===== src/rtl/wb_mic_capture_if.sv =====
// Wishbone slave bus bundle for wb_mic_capture.
interface wb_mic_capture_if;
    logic        wb_stb_i;
    logic        wb_cyc_i;
    logic        wb_ack_o;
    logic        wb_we_i;
    logic [31:0] wb_adr_i;
    logic [3:0]  wb_sel_i;
    logic [31:0] wb_dat_i;
    logic [31:0] wb_dat_o;

    modport master (
        output wb_stb_i, wb_cyc_i, wb_we_i, wb_adr_i, wb_sel_i, wb_dat_i,
        input  wb_ack_o, wb_dat_o
    );

    modport slave (
        input  wb_stb_i, wb_cyc_i, wb_we_i, wb_adr_i, wb_sel_i, wb_dat_i,
        output wb_ack_o, wb_dat_o
    );
endinterface


===== src/rtl/wb_mic_capture.sv =====
// Wishbone-mapped edge capture for NCH async mic/event inputs with counters and interrupt.
// Optional per-channel debounce filter enabled by defining WB_MIC_DEBOUNCE_EN.
module wb_mic_capture #(
    parameter int NCH        = 4,
    parameter int CNT_W      = 16,
    parameter int DEB_CYCLES = 16
) (
    input  logic             clk,
    input  logic             reset,
    wb_mic_capture_if.slave  bus,
    input  logic [NCH-1:0]   mic,
    output logic             intr
);
    localparam int unsigned NCHU = NCH;
    localparam logic [CNT_W-1:0] CMAX = '1;

    logic [NCH-1:0]   sync1, sync2, lvl, prev, evt;
    logic [NCH-1:0]   status, mask, rise_en, fall_en, ovf;
    logic [NCH-1:0]   wbits, cnt_clr, ovf_set;
    logic [CNT_W-1:0] count [NCH];
    logic             req, wr, cnt_sel;
    logic [5:0]       widx;
    logic [2:0]       cidx;
    logic [31:0]      rdata;
    logic             unused;

    always_ff @(posedge clk) begin
        if (!reset) begin
            sync1 <= '0;
            sync2 <= '0;
            prev  <= '0;
        end else begin
            sync1 <= mic;
            sync2 <= sync1;
            prev  <= lvl;
        end
    end

`ifdef WB_MIC_DEBOUNCE_EN
    localparam int DW = $clog2(DEB_CYCLES + 1);
    logic [DW-1:0]  deb_cnt [NCH];
    logic [NCH-1:0] filt;

    // Filtered level flips only after DEB_CYCLES consecutive disagreeing samples.
    always_ff @(posedge clk) begin
        for (int unsigned i = 0; i < NCHU; i++) begin
            if (!reset) begin
                filt[i]    <= 1'b0;
                deb_cnt[i] <= '0;
            end else if (sync2[i] != filt[i]) begin
                if (deb_cnt[i] == DW'(DEB_CYCLES - 1)) begin
                    filt[i]    <= sync2[i];
                    deb_cnt[i] <= '0;
                end else begin
                    deb_cnt[i] <= deb_cnt[i] + 1'b1;
                end
            end else begin
                deb_cnt[i] <= '0;
            end
        end
    end

    assign lvl    = filt;
    assign unused = &{1'b0, bus.wb_sel_i, bus.wb_adr_i[31:8], bus.wb_dat_i[31:NCH]};
`else
    assign lvl    = sync2;
    assign unused = &{1'b0, bus.wb_sel_i, bus.wb_adr_i[31:8], bus.wb_dat_i[31:NCH],
                      32'(DEB_CYCLES)};
`endif

    assign evt     = (rise_en & lvl & ~prev) | (fall_en & ~lvl & prev);
    assign req     = bus.wb_stb_i & bus.wb_cyc_i & ~bus.wb_ack_o;
    assign wr      = req & bus.wb_we_i;
    assign widx    = bus.wb_adr_i[7:2];
    assign cidx    = bus.wb_adr_i[4:2];
    assign cnt_sel = (bus.wb_adr_i[7:5] == 3'b001);
    assign wbits   = bus.wb_dat_i[NCH-1:0];

    always_comb begin
        rdata = '0;
        case (widx)
            6'h00: rdata[NCH-1:0] = status;
            6'h01: rdata[NCH-1:0] = mask;
            6'h02: rdata[NCH-1:0] = lvl;
            6'h03: rdata[NCH-1:0] = rise_en;
            6'h04: rdata[NCH-1:0] = fall_en;
            6'h05: rdata[NCH-1:0] = ovf;
            default: begin
                for (int unsigned i = 0; i < NCHU; i++) begin
                    if (cnt_sel && ({29'd0, cidx} == i)) rdata[CNT_W-1:0] = count[i];
                end
            end
        endcase
    end

    // A clear write in the same cycle as an edge leaves COUNT at 1, so it cannot overflow.
    always_comb begin
        cnt_clr = '0;
        ovf_set = '0;
        for (int unsigned i = 0; i < NCHU; i++) begin
            cnt_clr[i] = wr && cnt_sel && ({29'd0, cidx} == i);
            ovf_set[i] = evt[i] && (count[i] == CMAX) && !cnt_clr[i];
        end
    end

    always_ff @(posedge clk) begin
        if (!reset) begin
            bus.wb_ack_o <= 1'b0;
            bus.wb_dat_o <= '0;
            intr         <= 1'b0;
            status       <= '0;
            ovf          <= '0;
            mask         <= '0;
            rise_en      <= '1;
            fall_en      <= '0;
            for (int unsigned i = 0; i < NCHU; i++) count[i] <= '0;
        end else begin
            bus.wb_ack_o <= req;
            if (req) bus.wb_dat_o <= rdata;
            intr   <= |(status & mask);
            status <= (status & ~((wr && widx == 6'h00) ? wbits : '0)) | evt;
            ovf    <= (ovf & ~((wr && widx == 6'h05) ? wbits : '0)) | ovf_set;
            if (wr && widx == 6'h01) mask    <= wbits;
            if (wr && widx == 6'h03) rise_en <= wbits;
            if (wr && widx == 6'h04) fall_en <= wbits;
            for (int unsigned i = 0; i < NCHU; i++) begin
                if (cnt_clr[i])
                    count[i] <= evt[i] ? CNT_W'(1) : '0;
                else if (evt[i] && count[i] != CMAX)
                    count[i] <= count[i] + 1'b1;
            end
        end
    end
endmodule


===== src/flat_wrapper.sv =====
// flat-port wrapper written by rule: the top's interface ports become plain ports
module wb_mic_capture_flat 
#(
    parameter int NCH        = 4,
    parameter int CNT_W      = 16,
    parameter int DEB_CYCLES = 16
)
  (clk, reset, mic, intr, bus_wb_stb_i, bus_wb_cyc_i, bus_wb_we_i, bus_wb_adr_i, bus_wb_sel_i, bus_wb_dat_i, bus_wb_ack_o, bus_wb_dat_o);
  wb_mic_capture_if bus_i ();
  input  logic clk;
  input  logic reset;
  input  logic [NCH-1:0] mic;
  output logic intr;
  input wire logic [$bits(bus_i.wb_stb_i)-1:0] bus_wb_stb_i;
  input wire logic [$bits(bus_i.wb_cyc_i)-1:0] bus_wb_cyc_i;
  input wire logic [$bits(bus_i.wb_we_i)-1:0] bus_wb_we_i;
  input wire logic [$bits(bus_i.wb_adr_i)-1:0] bus_wb_adr_i;
  input wire logic [$bits(bus_i.wb_sel_i)-1:0] bus_wb_sel_i;
  input wire logic [$bits(bus_i.wb_dat_i)-1:0] bus_wb_dat_i;
  output wire logic [$bits(bus_i.wb_ack_o)-1:0] bus_wb_ack_o;
  output wire logic [$bits(bus_i.wb_dat_o)-1:0] bus_wb_dat_o;
  assign bus_i.wb_stb_i = bus_wb_stb_i;
  assign bus_i.wb_cyc_i = bus_wb_cyc_i;
  assign bus_i.wb_we_i = bus_wb_we_i;
  assign bus_i.wb_adr_i = bus_wb_adr_i;
  assign bus_i.wb_sel_i = bus_wb_sel_i;
  assign bus_i.wb_dat_i = bus_wb_dat_i;
  assign bus_wb_ack_o = bus_i.wb_ack_o;
  assign bus_wb_dat_o = bus_i.wb_dat_o;
  wb_mic_capture #(.NCH(NCH), .CNT_W(CNT_W), .DEB_CYCLES(DEB_CYCLES)) u_core (.clk(clk), .reset(reset), .bus(bus_i), .mic(mic), .intr(intr));
endmodule

===== config.mk =====
export PLATFORM = sky130hd
export DESIGN_NAME = wb_mic_capture_flat
export DESIGN_NICKNAME = d
export VERILOG_FILES = /design/src/rtl/wb_mic_capture_if.sv /design/src/rtl/wb_mic_capture.sv /design/src/flat_wrapper.sv
export SDC_FILE = /design/constraint.sdc
export NUM_CORES = 1
export LEC_CHECK = 0
export ABC_AREA = 1
export ABC_CLOCK_PERIOD_IN_PS = 4700
export CAP_MARGIN = 30
export CORE_UTILIZATION = 58
export CTS_CLUSTER_SIZE = 14
export DETAILED_ROUTE_END_ITERATION = 7
export PLACE_DENSITY = 0.83
export SYNTH_ARGS = -nofsm -noshare
export SYNTH_HDL_FRONTEND = slang
export SYNTH_SLANG_ARGS = --single-unit

===== constraint.sdc =====
create_clock -name clk -period 4.7 [get_ports clk]
set_input_delay 0.705 -clock clk [delete_from_list [all_inputs] [get_ports clk]]
set_output_delay 0.705 -clock clk [all_outputs]
set_load 0.1 [all_outputs]

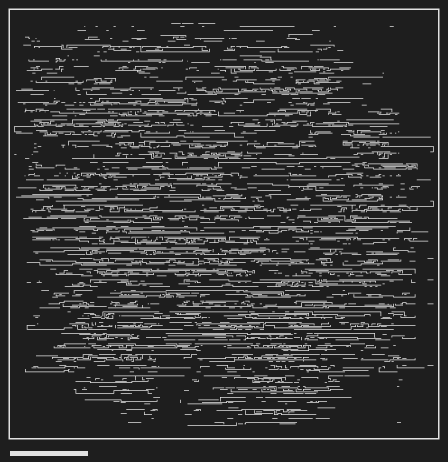
Figure 1: the metal 1 layer.
Scale bar: 20 µm.
- wire length on this layer: 6920 µm
- main direction: horizontal
aggregate routed wire length: 15700 µm
Global Route met1 Usage: 37.6%
routed via count: 5956

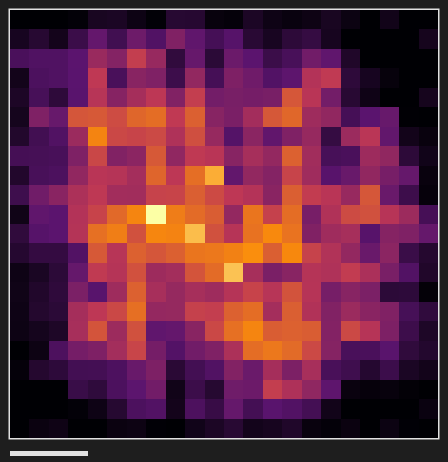
Figure 2: wiring heat map.
Scale bar: 20 µm. 22 x 22 tiles, from black (low) to pale yellow (high), scaled to the fullest tile. Values are wire area over tile area, all layers added.
- fullest tile: 0.72
- nearly empty tiles: 11%
- emptiest ninth of the die: north-east
- tiles over half the peak: 21%
- mean over tiles: 0.22
mean routed wirelength per cell: 15.0 µm
GR Util All Layers: 28.5%

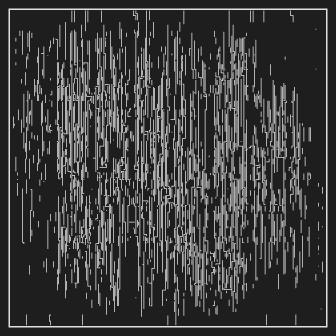
Figure 3: signal wires on met2.
- share of all routed wire: 46%
- nets with wire on the layer: 749
- longest straight run: 44.5 µm
- wire length on this layer: 7180 µm
- main direction: vertical
global-route track usage on met2: 43.7%

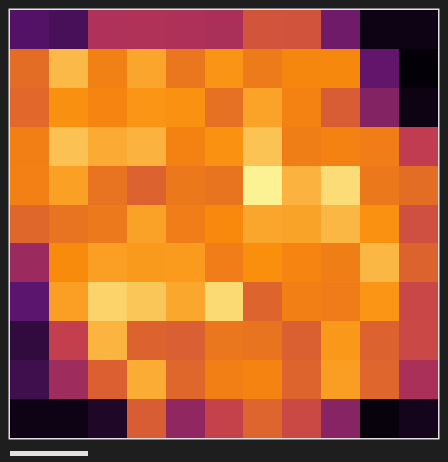
Figure 4: local utilization.
Scale bar: 20 µm. 11 x 11 tiles, from black (low) to pale yellow (high), 0 to 100% covered.
- tiles over 75% full: 30%
- nearly empty tiles: 1.7%
- fullest tile: 97%
- mean over tiles: 62%
utilization of the core after routing: 68.3%
core footprint: 0.0110 mm²
Floorplan Utilization: 60.5%

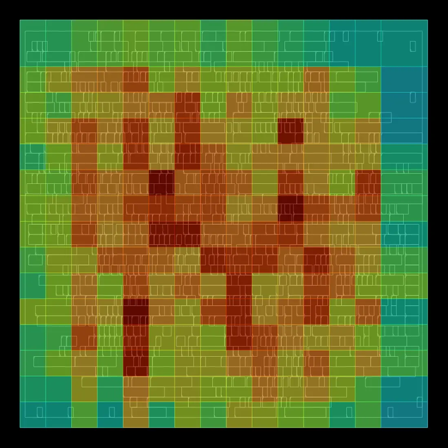
Figure 5: routing congestion.
routing layer with the top usage in global route: met2
grt met3 use: 6.63%

layout by cell type (no fill, tap or decap), drive strengths merged:
master	instances
a21o	1
a21oi	50
a41oi	1
buf	5
clkbuf	23
clkdlybuf4s50	36
clkinv	8
conb	16
dfxtp	50
edfxtp	64
ha	4
inv	78
nand2	178
nand3	83
nand3b	6
nand4	45
nor2	165
nor3	8
o211ai	16
o21ai	32
or2	11
xnor2	14
xor2	18
where the power goes:
part / switching, mW / internal (mW) / total (mW)
clock network: 0.429 / 0.714 / 1.14
logic: 0.191 / 0.0562 / 0.248
registers: 0.0424 / 1.09 / 1.14
==> results_tabular.tex <==
% Synthesis and place-and-route results
\begin{tabular}{lr}
\hline
Metric & Value \\
\hline
\multicolumn{2}{l}{\textbf{STA}} \\
Slew Viols, Final & 0 \\
Slew headroom & 34.2\% \\
Setup repair after global routing missed its margin & no \\
Slew at the pin with the worst max-slew slack & 0.983 ns \\
Endpoints failing hold & 0 \\
\multicolumn{2}{l}{\textbf{Synthesis}} \\
Sequential share of the synthesized area & 44.0\% \\
EDFF count, synth & 64 \\
Most repeated cell in the gate-level netlist after synthesis & sky130\_fd\_sc\_hd\_\_nand2\_1 \\
Fraction of the mapped netlist area in simple logic gates & 33.8\% \\
Most area-hungry cell type in the Yosys netlist & sky130\_fd\_sc\_hd\_\_edfxtp\_1 \\
Count of distinct cell types in the synthesized netlist & 34 \\
Mux share & 0\% \\
Area share of and-or/or-and cells after synthesis & 8.28\% \\
Flip-flop cell with the highest count after synthesis & sky130\_fd\_sc\_hd\_\_edfxtp\_1 \\
Ys Warns & 0 \\
\multicolumn{2}{l}{\textbf{Routing}} \\
Final ANT Viol Nets & 0 \\
Violation tally from detailed-route iteration zero & 460 \\
Number of DRC violations after detailed routing & 0 \\
\multicolumn{2}{l}{\textbf{Setup path}} \\
Depth of the critical timing path with buffers and inverters included & 8 \\
Reg2reg end & u\_core.count[3][9] \\
Data arrival time at the worst-slack endpoint & 3.06 ns \\
CP bufs+invs & 1 \\
\multicolumn{2}{l}{\textbf{Run}} \\
Stage-log warning count & 84 \\
\multicolumn{2}{l}{\textbf{Floorplan}} \\
I/O Pins & 111 \\
Number of well taps & 140 \\
\multicolumn{2}{l}{\textbf{Place}} \\
GPL Wtd Cong & 0.919 \\
Total instance count after detailed placement & 1022 \\
Placed Instance Area & 0.00698 mm² \\
\multicolumn{2}{l}{\textbf{Power and ir drop}} \\
Post-layout total power & 2.53 mW \\
\multicolumn{2}{l}{\textbf{Global route}} \\
Antenna violations before repair & 0 \\
Sum of overflow across all layers after global routing & 0 \\
\multicolumn{2}{l}{\textbf{CTS}} \\
CTS-repair resized insts & 0 \\
CTS HTree Levels & 4 \\
TritonCTS clock tree & done \\
Maximum buffer depth of the clock tree & 2 \\
Num CTS Buffers & 17 \\
\multicolumn{2}{l}{\textbf{Cells and area}} \\
Register name with the most flops & u\_core.count \\
Final standard cell count with taps included and fillers excluded & 1052 \\
Total Nets Final & 982 \\
Area of the multi-input gates & 0.00319 mm² \\
Fraction of standard cell area that is sequential & 39.0\% \\
\multicolumn{2}{l}{\textbf{Worst hold path}} \\
Hold Path End & u\_core.lvl[0] \\
\multicolumn{2}{l}{\textbf{Outcome}} \\
Status & completed \\
\hline
\end{tabular}
Power figures rest on the tool's default switching activity, not on a simulated workload.
